**src/rtl/hazard_pkg.sv**
```systemverilog
// Shared opcode constants, branch FSM state and load scoreboard entry type for hazard_ctrl.
// Scoreboard entries hold specifiers zero-extended to SB_RD_W bits, so REG_W must not exceed SB_RD_W.
package hazard_pkg;

    localparam logic [5:0] OP_RTYPE     = 6'h00;
    localparam logic [2:0] OP_STORE_PFX = 3'b101;
    localparam logic [5:0] OP_BR_LO     = 6'h04;
    localparam logic [5:0] OP_BR_HI     = 6'h07;

    localparam int SB_RD_W = 8;

    typedef enum logic {
        IDLE  = 1'b0,
        FLUSH = 1'b1
    } br_state_e;

    typedef struct packed {
        logic               vld;
        logic [SB_RD_W-1:0] rd;
    } sb_entry_t;

    function automatic logic is_branch_op(input logic [5:0] op);
        return (op >= OP_BR_LO) && (op <= OP_BR_HI);
    endfunction

endpackage

```
**src/rtl/hazard_ctrl_load_scoreboard.sv**
```systemverilog
// Shift register of in-flight loads; flags a source that matches a load whose result is not yet forwardable.
// One entry per load-use cycle; entry 0 is the youngest, the last entry retires and is forwardable.
module load_scoreboard
    import hazard_pkg::*;
#(
    parameter int REG_W    = 6,
    parameter int LOAD_LAT = 1
) (
    input  logic             clk_i,
    input  logic             reset_i,
    input  logic             ins_vld_i,
    input  logic [REG_W-1:0] ins_rd_i,
    input  logic [REG_W-1:0] src1_i,
    input  logic [REG_W-1:0] src2_i,
    output logic             match1_o,
    output logic             match2_o
);

    sb_entry_t ent_q [LOAD_LAT];
    sb_entry_t ent_d [LOAD_LAT];

    always_comb begin
        ent_d[0].vld = ins_vld_i;
        ent_d[0].rd  = ins_vld_i ? SB_RD_W'(ins_rd_i) : '0;
        for (int i = 1; i < LOAD_LAT; i++) begin
            ent_d[i] = ent_q[i-1];
        end
    end

    always_ff @(posedge clk_i) begin
        if (reset_i) begin
            for (int i = 0; i < LOAD_LAT; i++) begin
                ent_q[i] <= '0;
            end
        end else begin
            for (int i = 0; i < LOAD_LAT; i++) begin
                ent_q[i] <= ent_d[i];
            end
        end
    end

    // The oldest entry retires this cycle and its result is bypassed, so it never matches.
    always_comb begin
        match1_o = 1'b0;
        match2_o = 1'b0;
        for (int i = 0; i < LOAD_LAT; i++) begin
            if (ent_q[i].vld && (i != LOAD_LAT - 1)) begin
                if (ent_q[i].rd == SB_RD_W'(src1_i)) match1_o = 1'b1;
                if (ent_q[i].rd == SB_RD_W'(src2_i)) match2_o = 1'b1;
            end
        end
    end

endmodule

```
**src/rtl/hazard_ctrl.sv**
```systemverilog
// Fetch/decode hazard controller: load-use stall/bubble via a load scoreboard, branch flush FSM; outputs are combinational.
// Optional stall/flush performance counters are built when HAZARD_PERF_EN is defined.
module hazard_ctrl
    import hazard_pkg::*;
#(
    parameter int REG_W      = 6,
    parameter int LOAD_LAT   = 1,
    parameter int BR_PENALTY = 1
) (
    input  logic             clk,
    input  logic             reset,
    input  logic             fetch_valid,
    input  logic [5:0]       fetch_op,
    input  logic [REG_W-1:0] fetch_rs1,
    input  logic [REG_W-1:0] fetch_rs2,
    input  logic             decode_valid,
    input  logic             decode_is_load,
    input  logic [REG_W-1:0] decode_rd,
    input  logic             exec_branch_taken,
    output logic             stall,
    output logic             bubble,
    output logic             flush
`ifdef HAZARD_PERF_EN
    ,
    output logic [31:0]      stall_count,
    output logic [31:0]      flush_count
`endif
);

    localparam logic [1:0] CNT_LOAD = (BR_PENALTY > 1) ? 2'(BR_PENALTY - 2) : 2'd0;

    br_state_e  state_q, state_d;
    logic [1:0] cnt_q, cnt_d;
    logic       flush_raw;
    logic       uses_rs2;
    logic       dec_load;
    logic       sb_match1, sb_match2;
    logic       hit1, hit2;
    logic       load_haz;
    logic       sb_ins_vld;

    assign uses_rs2 = (fetch_op == OP_RTYPE) || (fetch_op[5:3] == OP_STORE_PFX);
    assign dec_load = decode_valid && decode_is_load;

    assign hit1 = (fetch_rs1 != '0) &&
                  ((dec_load && (decode_rd == fetch_rs1)) || sb_match1);
    assign hit2 = uses_rs2 && (fetch_rs2 != '0) &&
                  ((dec_load && (decode_rd == fetch_rs2)) || sb_match2);
    assign load_haz = fetch_valid && (hit1 || hit2);

    // Flush wins over stall; reset forces every control output low.
    assign flush  = flush_raw && !reset;
    assign stall  = load_haz && !flush && !reset;
    assign bubble = stall;

    assign sb_ins_vld = dec_load && !flush && (decode_rd != '0);

    load_scoreboard #(
        .REG_W    (REG_W),
        .LOAD_LAT (LOAD_LAT)
    ) u_sb (
        .clk_i     (clk),
        .reset_i   (reset),
        .ins_vld_i (sb_ins_vld),
        .ins_rd_i  (decode_rd),
        .src1_i    (fetch_rs1),
        .src2_i    (fetch_rs2),
        .match1_o  (sb_match1),
        .match2_o  (sb_match2)
    );

    always_ff @(posedge clk) begin
        if (reset) begin
            state_q <= IDLE;
            cnt_q   <= 2'd0;
        end else begin
            state_q <= state_d;
            cnt_q   <= cnt_d;
        end
    end

    // Branches resolving while in FLUSH belong to squashed instructions and are ignored.
    always_comb begin
        state_d   = state_q;
        cnt_d     = cnt_q;
        flush_raw = 1'b0;
        case (state_q)
            IDLE: begin
                if (exec_branch_taken) begin
                    flush_raw = 1'b1;
                    if (BR_PENALTY > 1) begin
                        state_d = FLUSH;
                        cnt_d   = CNT_LOAD;
                    end
                end
            end
            FLUSH: begin
                flush_raw = 1'b1;
                if (cnt_q == 2'd0) begin
                    state_d = IDLE;
                end else begin
                    cnt_d = cnt_q - 2'd1;
                end
            end
            default: state_d = IDLE;
        endcase
    end

`ifdef HAZARD_PERF_EN
    logic [31:0] stall_cnt_q, flush_cnt_q;

    always_ff @(posedge clk) begin
        if (reset) begin
            stall_cnt_q <= 32'd0;
            flush_cnt_q <= 32'd0;
        end else begin
            if (stall) stall_cnt_q <= stall_cnt_q + 32'd1;
            if (flush) flush_cnt_q <= flush_cnt_q + 32'd1;
        end
    end

    assign stall_count = stall_cnt_q;
    assign flush_count = flush_cnt_q;
`endif

endmodule

```
**config.mk**
```make
export PLATFORM = sky130hd
export DESIGN_NAME = hazard_ctrl
export DESIGN_NICKNAME = d
export VERILOG_FILES = /design/src/rtl/hazard_pkg.sv /design/src/rtl/hazard_ctrl_load_scoreboard.sv /design/src/rtl/hazard_ctrl.sv
export SDC_FILE = /design/constraint.sdc
export NUM_CORES = 1
export LEC_CHECK = 0
export CORE_AREA = 3 3 40 42
export CTS_BUF_LIST = sky130_fd_sc_hd__clkbuf_2
export DETAILED_ROUTE_END_ITERATION = 10
export DIE_AREA = 0 0 43 45
export GPL_ROUTABILITY_DRIVEN = 0
export MAX_ROUTING_LAYER = met4
export PLACE_DENSITY = 0.68
export SYNTH_ARGS = -nofsm -noshare
export SYNTH_HDL_FRONTEND = slang
export SYNTH_SLANG_ARGS = --single-unit
```
**constraint.sdc**
```tcl
create_clock -name clk -period 2.5 [get_ports clk]
set_input_delay 0.5 -clock clk [delete_from_list [all_inputs] [get_ports clk]]
set_output_delay 0.5 -clock clk [all_outputs]
set_load 0.005 [all_outputs]
```
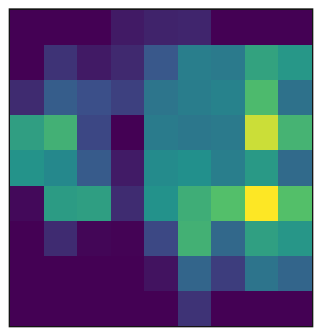
*Wire density map, run 1*
9 x 9 tiles, from dark purple (low) to yellow (high), scaled to the fullest tile. Values are wire area over tile area, all layers added.
tiles over half the peak: 24%
emptiest ninth of the die: south-west
densest ninth of the die: east
mean over tiles: 0.099
drt wl/cell: 11.60 um
total track usage: 11.98%
total number of vias: 455
DRT Wirelength: 1.148 mm

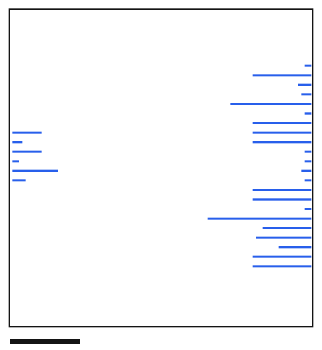
*M3 wires, run 1*
Bar = 10 um.
longest straight run: 14.5 um
nets with wire on the layer: 28
wire length on this layer: 134 um
share of all routed wire: 12%
main direction: horizontal
GR Layer Usage met3: 1.992%

==> results.py, run 1 <==
# Synthesis and PnR figures
metrics = {
    "global_route": {
        "grt_pass1_vias": 423,
        "grt_max_degree": 5,
        "use_met1_pct": 14.59,
    },
    "power": {
        "switching_share_pct": 25.42,
        "power_density_nw_per_um2": 269.2,
    },
    "logic_synthesis": {
        "synth_area_um2": 329.1,
        "topCellsByArea": "xor2_1 27%, dfxtp_1 18%, xnor2_1 8.0%",
        "ys_cells": 42,
        "async_flop_share_pct": 0,
        "syn_avg_cell_area_um2": 7.835,
    },
    "floorplanning": {
        "die_w_um": 43,
        "num_rows": 13,
    },
    "worst_hold_path": {
        "holdPathEnd": "cnt_q[1]$_SDFFE_PP0P_",
    },
    "clock_tree": {
        "cts_tree": "yes",
        "ctsHoldBuffers": 0,
    },
    "place": {
        "portBuffers": 32,
    },
    "sta": {
        "relSlewSlack_pct": 79.01,
        "worst_slew_pin_slew_ps": 314.3,
    },
    "worst_setup_path": {
        "setup.worst_path.end": "bubble",
    },
    "status": {
        "status": "finished clean",
    },
    "route": {
        "drt_pass1_iterations": 2,
    },
}
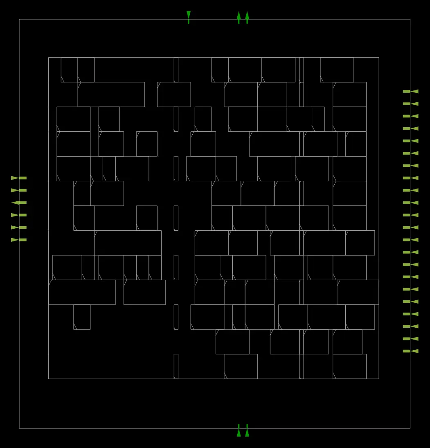
*Cell outlines without signal wires, run 1*
seq_cells: 3
final non-filler cell total: 99
final core occ: 58.03%
Tapcells: 15

[run 1: cells by family after synthesis]
logic type      Yosys count  synth area share (%)
simple gates             17                 27.75
fa+ha+maj                 1                 3.802
buf+inv                   4                 5.704
xor+xnor                 13                 34.60
flops                     3                 18.25
compound gates            4                 9.886
[run 1: cells in the final DEF, fill, tap and decap left out, types with 2 or more instances in the layout]
cell,instances
buf_4,7
xnor2_1,3
nor4_1,3
nand4_1,2
nor2_1,5
buf_2,2
nor2b_1,3
xor2_1,10
inv_1,3
clkbuf_2,4
dfxtp_1,3
dlygate4sd2_1,3
clkdlybuf4s50_1,26
[run 1: metrics by stage]
stage | setup TNS [ps] | std cells | util [%] | power (mW)
2_1_floorplan | 0 | 42 | - | 0.06808
3_3_place_gp | -688.1 | 95 | 55.50 | 0.1335
3_5_place_dp | -710.3 | 95 | 55.50 | 0.1335
4_1_cts | 0 | 99 | 55.99 | 0.2019
5_1_grt | -23.07 | 99 | 58.03 | 0.2195
6_report | 0 | 99 | 58.03 | 0.2007
[run 1: what timing repair did]
action	4_1_cts	5_1_grt
gates resized	11	6
pin swaps	3	2
endpoints found under the setup margin	2	2
[run 1: power by group through the flow]
stage / sequential, mW / clock (mW) / combinational, mW
5_1_grt: 0.0479 / 0.0779 / 0.0938
4_1_cts: 0.0481 / 0.0704 / 0.0835
2_1_floorplan: 0.0489 / 0 / 0.0192
3_5_place_dp: 0.0489 / 0 / 0.0846
6_report: 0.0481 / 0.0656 / 0.0871
3_3_place_gp: 0.0489 / 0 / 0.0847
[run 1: registers in the layout (all words and copies together), names as in the netlist]
register / count
cnt_q: 2
state_q: 1
[run 1: cell type report]
class	count	area [um2]
fillers	133	539.3
repair buffers	39	361.6
multi-input cells	35	274.0
flip-flops and latches	3	60.06
clock buffers	4	20.02
well taps	15	18.77
inverters	3	11.26
==> run 2: changes to the inputs <==
CAP_MARGIN = 15   (was not set)
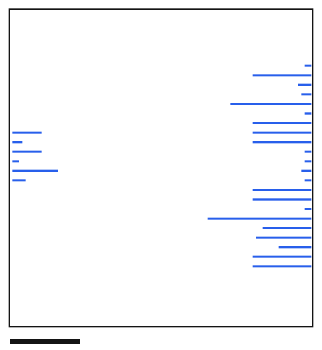
*M3 wires, run 2*
Bar = 10 um.
longest straight run: 14.5 um
share of all routed wire: 12%
wire length on this layer: 134 um
nets with wire on the layer: 28

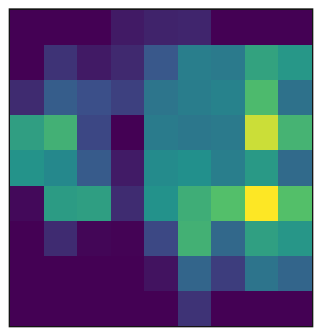
*Wire density map, run 2*
9 x 9 tiles, from dark purple (low) to yellow (high), scaled to the fullest tile. Values are wire area over tile area, all layers added.
emptiest ninth of the die: south-west
tiles over half the peak: 24%
nearly empty tiles: 28%

==> results.py, run 2 <==
# Synthesis and PnR figures
metrics = {
    "status": {
        "status": "finished clean",
    },
    "route": {
        "drt_pass1_iterations": 2,
        "highest_layer": "met3",
        "via_count": 455,
        "wirelength_mm": 1.148,
        "wl_per_cell_um": 11.60,
    },
    "power": {
        "p_clk_mw": 0.0656,
        "power.group.top": "combinational cells",
        "switching_share_pct": 25.42,
        "powerSeq_mw": 0.0481,
        "power_density_nw_per_um2": 269.2,
        "p_comb_share_pct": 43.4,
        "p_total_mw": 0.2007,
        "powerComb_mw": 0.0871,
    },
    "finish": {
        "lay_top_cells": "26 x clkdlybuf4s50_1, 10 x xor2_1, 7 x buf_4",
        "regMostFlops": "cnt_q",
        "largest_reg_flops": 2,
        "final_util_pct": 58.03,
        "layout.cells.most_common": "clkdlybuf4s50_1",
        "largestRegisters": "cnt_q (2), state_q (1)",
    },
    "logic_synthesis": {
        "ys_cells": 42,
        "largest_area_cell": "xor2_1",
        "synth_area_um2": 329.1,
        "topCellsByArea": "xor2_1 27%, dfxtp_1 18%, xnor2_1 8.0%",
        "yosys-top-cells-count": "10 x xor2_1, 5 x nor2_1, 4 x nor4_1",
    },
    "floorplanning": {
        "num_rows": 13,
        "die_w_um": 43,
    },
    "worst_setup_path": {
        "path_class": "in2out",
    },
    "global_route": {
        "grt_max_degree": 5,
        "grt_usage_pct": 11.98,
        "use_met1_pct": 14.59,
        "grt_pass1_vias": 423,
        "antenna_found_initial": 0,
        "use_met3_pct": 1.992,
    },
    "worst_hold_path": {
        "min_path_type": "reg2reg",
    },
    "sta": {
        "worst_slew_pin_slew_ps": 314.3,
        "relSlewSlack_pct": 79.01,
        "hold_viol_final": 0,
    },
    "clock_tree": {
        "cts_tree": "yes",
        "ctsHoldBuffers": 0,
    },
    "place": {
        "portBuffers": 32,
    },
}
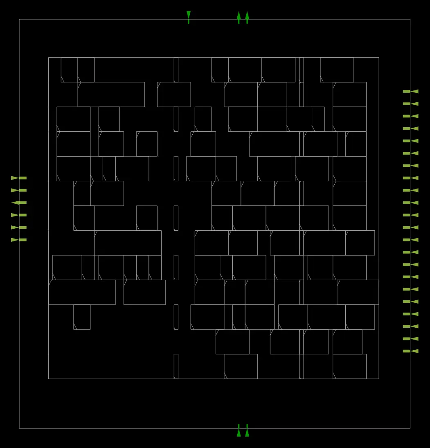
*Cell outlines without signal wires, run 2*
Fillers: 133
flop share of the area: 8.054%

run 2: cell counts in the layout (fill, tap and decap cells not counted):
Identical to the previous run, type by type.
run 2: area by class of cell:
cell class                      count  area, um2
Fill cell                         133      539.3
Timing Repair Buffer               39      361.6
Multi-Input combinational cell     35      274.0
Sequential cell                     3      60.06
Clock buffer                        4      20.02
Tap cell                           15      18.77
Inverter                            3      11.26
run 2: worst paths after layout:
check | start | end | slack (ps) | cells after the start
max | decode_rd[5] | bubble | 100 | 6
min reg2reg | cnt_q[1]$_SDFFE_PP0P_ | cnt_q[1]$_SDFFE_PP0P_ | 490 | 2
min | cnt_q[1]$_SDFFE_PP0P_ | cnt_q[1]$_SDFFE_PP0P_ | 490 | 2
max reg2reg | cnt_q[0]$_SDFFE_PP0P_ | cnt_q[1]$_SDFFE_PP0P_ | 1310 | 5
run 2: worst max-delay path: cells and delay by family:
kind                      cells  cell delay (ps)
and+or+nand+nor               2              470
xor gates and xnor gates      1              190
AOI/OAI and AO/OA             1              150
buffers and inverters         2              590
run 2: kinds of logic (layout without fill, tap and decap cells):
logic type,count (synthesis),count (layout),share of synthesized area [%]
buf+inv,4,46,5.704
compound gates,4,4,9.886
xor+xnor,13,13,34.60
fa+ha+maj,1,1,3.802
simple gates,17,17,27.75
flops,3,3,18.25
run 2: what timing repair did:
action | CTS | global route
endpoints found under the setup margin | 2 | 2
gates resized | 11 | 6
setup buffers | 0 | 0
pin swaps | 3 | 2
run 2: per-stage QoR:
step	setup slack [ps]	setup TNS, ps	std cells	instance area (um2)
finish	102.7	0	99	745.7
floorplan	429.2	0	42	329.1
global placement	-344.0	-688.1	95	713.2
global route	-14.97	-23.07	99	745.7
detailed placement	-359.1	-710.3	95	713.2
CTS	27.80	0	99	719.4
### Signal wires by layer, run 2

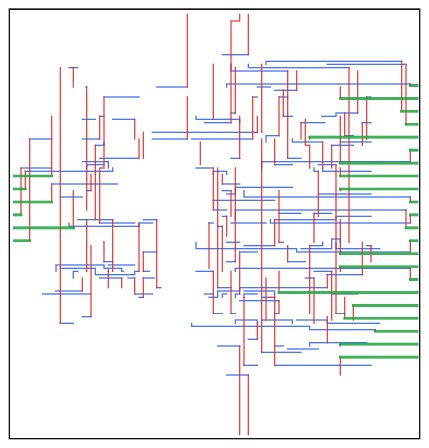

==> run 3: changes to the inputs <==
REMOVE_ABC_BUFFERS = 1   (was not set)
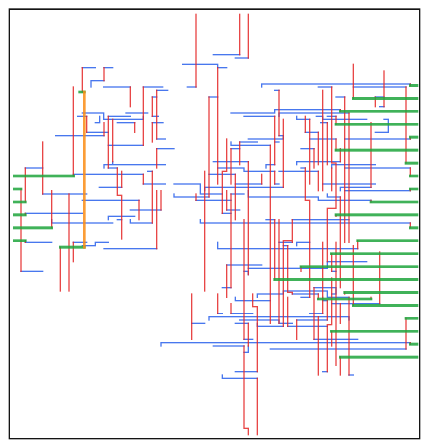
*Signal wires by layer, run 3*
legend:
  orange:
    layer: M4
    wire_length: 16.3 um
  green:
    layer: M3
    wire_length: 148 um
  blue:
    layer: M1
    wire_length: 497 um
  red:
    layer: M2
    wire_length: 548 um
total track usage: 13.18%
drt wl/cell: 12.20 um

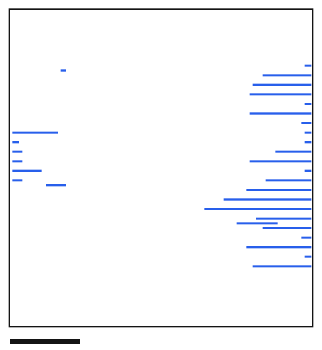
*M3 wires, run 3*
Bar = 10 um.
share of all routed wire: 12%
nets with wire on the layer: 30
wire length on this layer: 148 um
DRT Wirelength: 1.208 mm
GR Layer Usage met3: 3.586%
total number of vias: 468

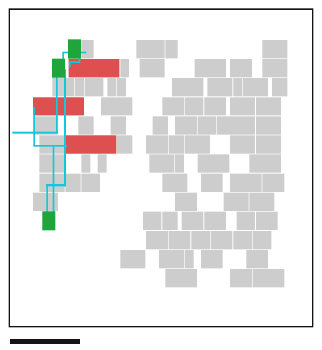
*Routed clock nets over the placement, run 3*
Bar = 10 um.
legend:
  red:
    item: flip-flops
    count: 3
  green:
    item: clock-net drivers
    count: 3
  cyan:
    item: clock wires
    length: 67.7 um
routed clock nets: 4

==> results.py, run 3 <==
# Synthesis and PnR figures
metrics = {
    "status": {
        "status": "finished clean",
    },
    "logic_synthesis": {
        "async_flop_share_pct": 0,
        "syn_avg_cell_area_um2": 7.835,
        "synth_top_area_share_pct": 26.62,
        "synth_area_um2": 329.1,
        "ys_cells": 42,
        "yosys-top-cells-count": "10 x xor2_1, 5 x nor2_1, 4 x nor4_1",
        "topCellsByArea": "xor2_1 27%, dfxtp_1 18%, xnor2_1 8.0%",
    },
    "global_route": {
        "grt_max_degree": 5,
        "grt-ovfl-total": 0,
    },
    "floorplanning": {
        "die_w_um": 43,
        "num_rows": 13,
        "dieArea_um2": 1935,
    },
    "worst_hold_path": {
        "hold_start": "cnt_q[1]$_SDFFE_PP0P_",
        "min_path_type": "reg2reg",
    },
    "power": {
        "p_comb_share_pct": 42.8,
        "pwr-share-seq_pct": 23.9,
        "switching_share_pct": 26.49,
    },
    "place": {
        "portBuffers": 32,
        "place_ws_ps": -370.2,
    },
    "worst_setup_path": {
        "critPathTopFamily": "buffers and inverters",
        "path_buffers": 2,
        "cp-startpoint": "decode_rd[5]",
        "crit_path_end_kind": "primary output",
        "reg2reg_from": "cnt_q[0]$_SDFFE_PP0P_",
    },
    "clock_tree": {
        "cts_tree": "yes",
        "ctsHoldBuffers": 0,
        "cts_setup_buffers": 0,
    },
    "finish": {
        "fillers": 120,
        "layout.cells.most_common": "clkdlybuf4s50_1",
        "seq_area_um2": 60.06,
        "final_area_um2": 759.5,
        "lay_top_cells": "20 x clkdlybuf4s50_1, 10 x xor2_1, 7 x buf_4",
        "regMostFlops": "cnt_q",
        "largest_reg_flops": 2,
        "largestRegisters": "cnt_q (2), state_q (1)",
    },
    "sta": {
        "worst_slew_pin_slew_ps": 320.1,
        "layout_setup_ws_ps": 55.62,
        "relSlewSlack_pct": 78.62,
        "finalSetupTns_ps": 0,
        "max_clock_freq_mhz": 409.1,
    },
    "flow_run": {
        "max-cap-violations": 0,
    },
    "route": {
        "drt_pass1_iterations": 4,
    },
}
run 3: cell counts after synthesis:
Identical to the previous run, type by type.
run 3: cell type report:
type                    count  share of cell area (%)
flip-flops and latches      3                   7.908
inverters                   3                   1.483
multi-input cells          35                   35.58
clock buffers               4                   2.636
repair buffers             39                   49.92
well taps                  15                   2.471
run 3: power groups by stage:
stage	Sequential (mW)	Combinational, mW	Clock [mW]
final	0.0481	0.0860	0.0667
after global routing	0.0479	0.0930	0.0743
after CTS	0.0480	0.0874	0.0719
after detailed placement	0.0489	0.0852	0
after global placement	0.0489	0.0847	0
after floorplan	0.0489	0.0192	0
run 3: cell families after synthesis:
kind of cell,count (synthesis),share of synthesized area (%)
xor gates and xnor gates,13,34.60
adders and majority gates,1,3.802
DFF,3,18.25
AOI/OAI and AO/OA,4,9.886
buffers and inverters,4,5.704
and+or+nand+nor,17,27.75
run 3: layer usage:
layer	part of all wire [%]	up-vias	global-route usage (%)
met5	0	-	-
li1	-	232	-
met3	12	2	3.586
met1	41	202	14.63
met4	1.3	0	9.036
met2	45	32	20.66
run 3: through the flow:
stage / cells / util (%) / power [mW]
6_report: 99 / 59.10 / 0.2008
5_1_grt: 99 / 59.10 / 0.2152
4_1_cts: 99 / 58.33 / 0.2073
3_5_place_dp: 95 / 55.50 / 0.1340
3_3_place_gp: 95 / 55.50 / 0.1336
2_1_floorplan: 41 / - / 0.06806
run 3: worst paths after layout:
path	end	slack (ps)	cells after the start
setup reg to reg	cnt_q[1]$_SDFFE_PP0P_	1320	5
setup / recovery	stall	60	6
hold reg to reg	cnt_q[1]$_SDFFE_PP0P_	490	2
hold / removal	cnt_q[1]$_SDFFE_PP0P_	490	2
Power figures rest on the tool's default switching activity, not on a simulated workload.
